<file path="src/rtl/simon_seq_mem.sv">
// Colour sequence storage: Depth x 2-bit register file, one write port, one async read port.
module simon_seq_mem #(
  parameter int unsigned Depth = 16,
  parameter int unsigned AW    = 5
) (
  input  logic          clk_i,
  input  logic          we_i,
  input  logic [AW-1:0] wr_idx_i,
  input  logic [1:0]    wr_data_i,
  input  logic [AW-1:0] rd_idx_i,
  output logic [1:0]    rd_data_o
);

  // Contents are deliberately not reset; only entries below seq_len are ever read.
  logic [1:0] mem_q [Depth];

  // Write the addressed entry
  always_ff @(posedge clk_i) begin
    for (int i = 0; i < Depth; i++) begin
      if (we_i && (wr_idx_i == AW'(i))) begin
        mem_q[i] <= wr_data_i;
      end
    end
  end

  // Async read; out-of-range indices (progress == Depth after PASS) return 0
  always_comb begin
    rd_data_o = 2'd0;
    for (int i = 0; i < Depth; i++) begin
      if (rd_idx_i == AW'(i)) begin
        rd_data_o = mem_q[i];
      end
    end
  end

endmodule

</file>
<file path="config.mk">
export PLATFORM = sky130hd
export DESIGN_NAME = simon_seq_mem
export DESIGN_NICKNAME = d
export VERILOG_FILES = /design/src/rtl/simon_seq_mem.sv
export SDC_FILE = /design/constraint.sdc
export NUM_CORES = 1
export LEC_CHECK = 0
export CAP_MARGIN = 5
export CORE_UTILIZATION = 30
export DETAILED_ROUTE_END_ITERATION = 6
export PLACE_DENSITY_LB_ADDON = 0.15
export SLEW_MARGIN = 30
export SYNTH_ARGS = -nofsm -noshare
export SYNTH_HDL_FRONTEND = slang
export SYNTH_SLANG_ARGS = --single-unit
</file>
<file path="constraint.sdc">
create_clock -name clk_i -period 3.3 [get_ports clk_i]
set_input_delay 0.33 -clock clk_i [delete_from_list [all_inputs] [get_ports clk_i]]
set_output_delay 0.33 -clock clk_i [all_outputs]
set_load 0.03 [all_outputs]
</file>
==> images/m1.png <==
Supply wires on this layer in grey.
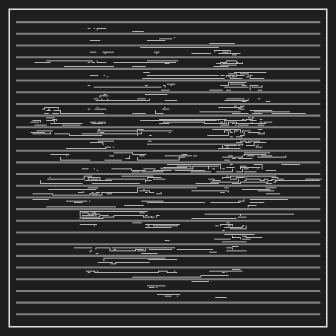
longest straight run: 22.1 microns
main direction: horizontal
nets with wire on the layer: 142
share of all routed wire: 46%
total number of vias: 1,045
total wire length: 3100 microns

==> images/m2.png <==
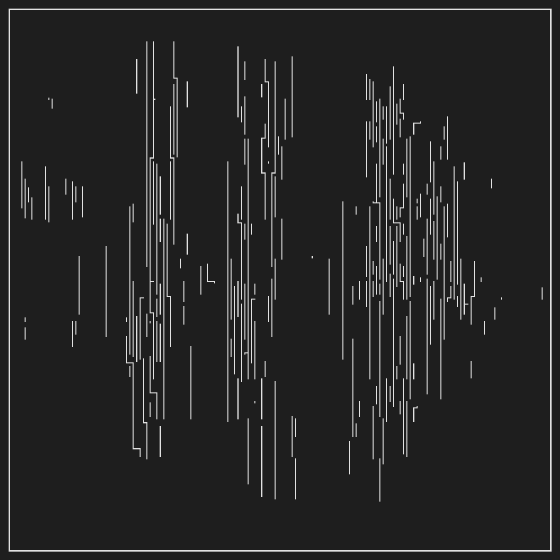
share of all routed wire: 45%
longest straight run: 35.4 microns
global-route track usage on met2: 21.00%

==> reports/metrics.cfg <==
[run_status]
status=complete, no violations

[critical_path]
worstPathRequired_ps=2970
crit_arrival_ps=2660
cp_num_buf_inv=2
cpPeakStageDelay_ps=720
slowest_stage=clkdlybuf4s50_1
path_class=in2out
crit_chain=clkdlybuf4s50_1, nor3b_2, a21oi_1, o32ai_1, a21oi_1, o32ai_1, clkdlybuf4s50_1
crit_fanout=10
cp-start-kind=input pin

[layout]
largest_reg_flops=32
fin_nets=160
antenna_cells=0
top_register=mem_q
reg.largest.list=mem_q x32
syn_to_final_growth_pct=19.15
drive_gt1_share_pct=8.844

[hold_path]
hold_depth=2
hold-path-endpoint=mem_q[0][6]
hold_path.class=in2reg
min-delay-start=wr_idx_i[3]

[run]
maxCapViolCount=0
warning_count=26

[drt]
drtIter0Drc=42
first_pass_iters=4
ant_nets=0
wl_per_cell_microns=14.49
avgViaCountPerCell=4.883

[place]
gp_congestion=0.8940
port_buffers=15
place_area_sq_mm=0.001749

[logic_synthesis]
ys_ff=32
yosys_warnings=0
synth.net_count=140
avgSynthCellArea_sq_um=12.18
synth_seq_share_pct=62.59
syn-cell-area_sq_mm=0.001535
ys_types=35

[final_timing]
setup_violations=0
drv_slew=0
min_period_ps=2993
fin_crit_sh_pct=90.71
worst_pin_slew_ps=546.9
hold_slack_ps=922.3
finalHoldViolations=0
max_slew_margin_pct=63.42

[power]
p_leak_nw=0.5817
ir_worst_vdd_mv=0.1713
p_per_area_mw_per_mm2=445.1

[floorplan]
rows=25
die_width_microns=73.54
dieArea_sq_mm=0.005407
floorplanUtilization_pct=31.87
io_pins=16

[global_routing]
grt_pass1_vias=1115
grt_pass1_wl_microns=5244
grt_overflow_total=0
antenna_found_initial=0
grt_util_all_layers_pct=13.44

[clock_network]
cts.htree.levels=2
cts_buffer_depth=2
path_clk_slew_ps=60
postCtsSetupBuffers=0
cts_hold_buf=0
cts_made_buffers=5

==> images/m3.png <==
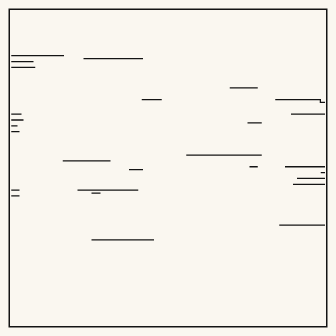
share of all routed wire: 5.7%
longest straight run: 17.2 microns
GR Util met3: 3.978%

## cell usage in the layout (no fill, tap or decap), types with 3 or more instances in the layout
cell type	count
a21oi_1	8
edfxtp_1	32
clkbuf_8	5
buf_4	5
o21ai_0	4
nand2_1	6
nor2_1	19
mux2i_1	5
nor3_1	6
nand2b_1	9
nand3_1	4
o21ai_1	3
clkdlybuf4s50_1	14
## worst max-delay path by stage
| stage | from | end | depth (start not counted) |
|---|---|---|---|
| after CTS | rd_idx_i[2] | rd_data_o[1] | 7 |
| after floorplan | rd_idx_i[2] | rd_data_o[0] | 6 |
| after global routing | rd_idx_i[2] | rd_data_o[1] | 7 |
| final | rd_idx_i[2] | rd_data_o[1] | 7 |
| after global placement | rd_idx_i[2] | rd_data_o[1] | 7 |
| after detailed placement | rd_idx_i[2] | rd_data_o[1] | 7 |
## layout make-up
cell class / instances / area, sq um
multi-input cells: 86 / 519.2
fillers: 490 / 2988
clock inverters: 1 / 3.754
flip-flops and latches: 32 / 960.9
repair buffers: 19 / 177.7
clock buffers: 7 / 76.32
well taps: 67 / 83.83
inverters: 2 / 7.507
## per-layer routing
| metal | vias to the layer above | part of all wire [%] | GRT usage [%] |
|---|---|---|---|
| met5 | - | 0 | 0 |
| met4 | 0 | 3.0 | 7.906 |
| met3 | 10 | 5.6 | 3.978 |
| met2 | 29 | 45 | 21.00 |
| met1 | 489 | 46 | 16.43 |
| li1 | 517 | - | - |
## cell families (layout without fill, tap and decap cells)
| kind of cell | count (synthesis) | after routing | synth area share [%] |
|---|---|---|---|
| flip-flops | 32 | 32 | 62.59 |
| buffers and inverters | 8 | 29 | 3.586 |
| AND/OR/NAND/NOR | 52 | 52 | 17.28 |
| AND-OR/OR-AND | 28 | 28 | 11.82 |
| multiplexers | 6 | 6 | 4.727 |
## power by group
part           total (mW)  internal, mW  switching (mW)
combinational      0.0867        0.0383          0.0484
sequential          0.454         0.452         0.00144
clock               0.274         0.146           0.127
total               0.814         0.637           0.177
## cell usage after synthesis, drive strengths merged (2+ instances only)
library cell / instances / area, sq um
buf: 6 / 47.54
inv: 2 / 7.510
nor3b: 2 / 20.02
nor2: 19 / 71.32
mux2i: 5 / 50.05
nand3: 4 / 20.02
o32ai: 2 / 17.52
nand2b: 9 / 56.30
nand2: 6 / 22.52
edfxtp: 32 / 960.9
o21ai: 7 / 35.03
nor3: 6 / 30.03
a21oi: 8 / 40.04
## through the flow
stage | total power, mW | cells | worst slack, ps
after floorplan | 0.5108 | 126 | 1057
after global placement | 0.5490 | 206 | 324.5
after detailed placement | 0.5490 | 206 | 349.1
after CTS | 0.8206 | 214 | 331.9
after global routing | 0.8473 | 214 | 144.7
final | 0.8141 | 214 | 306.7
Power is estimated from default activity; no workload was simulated.
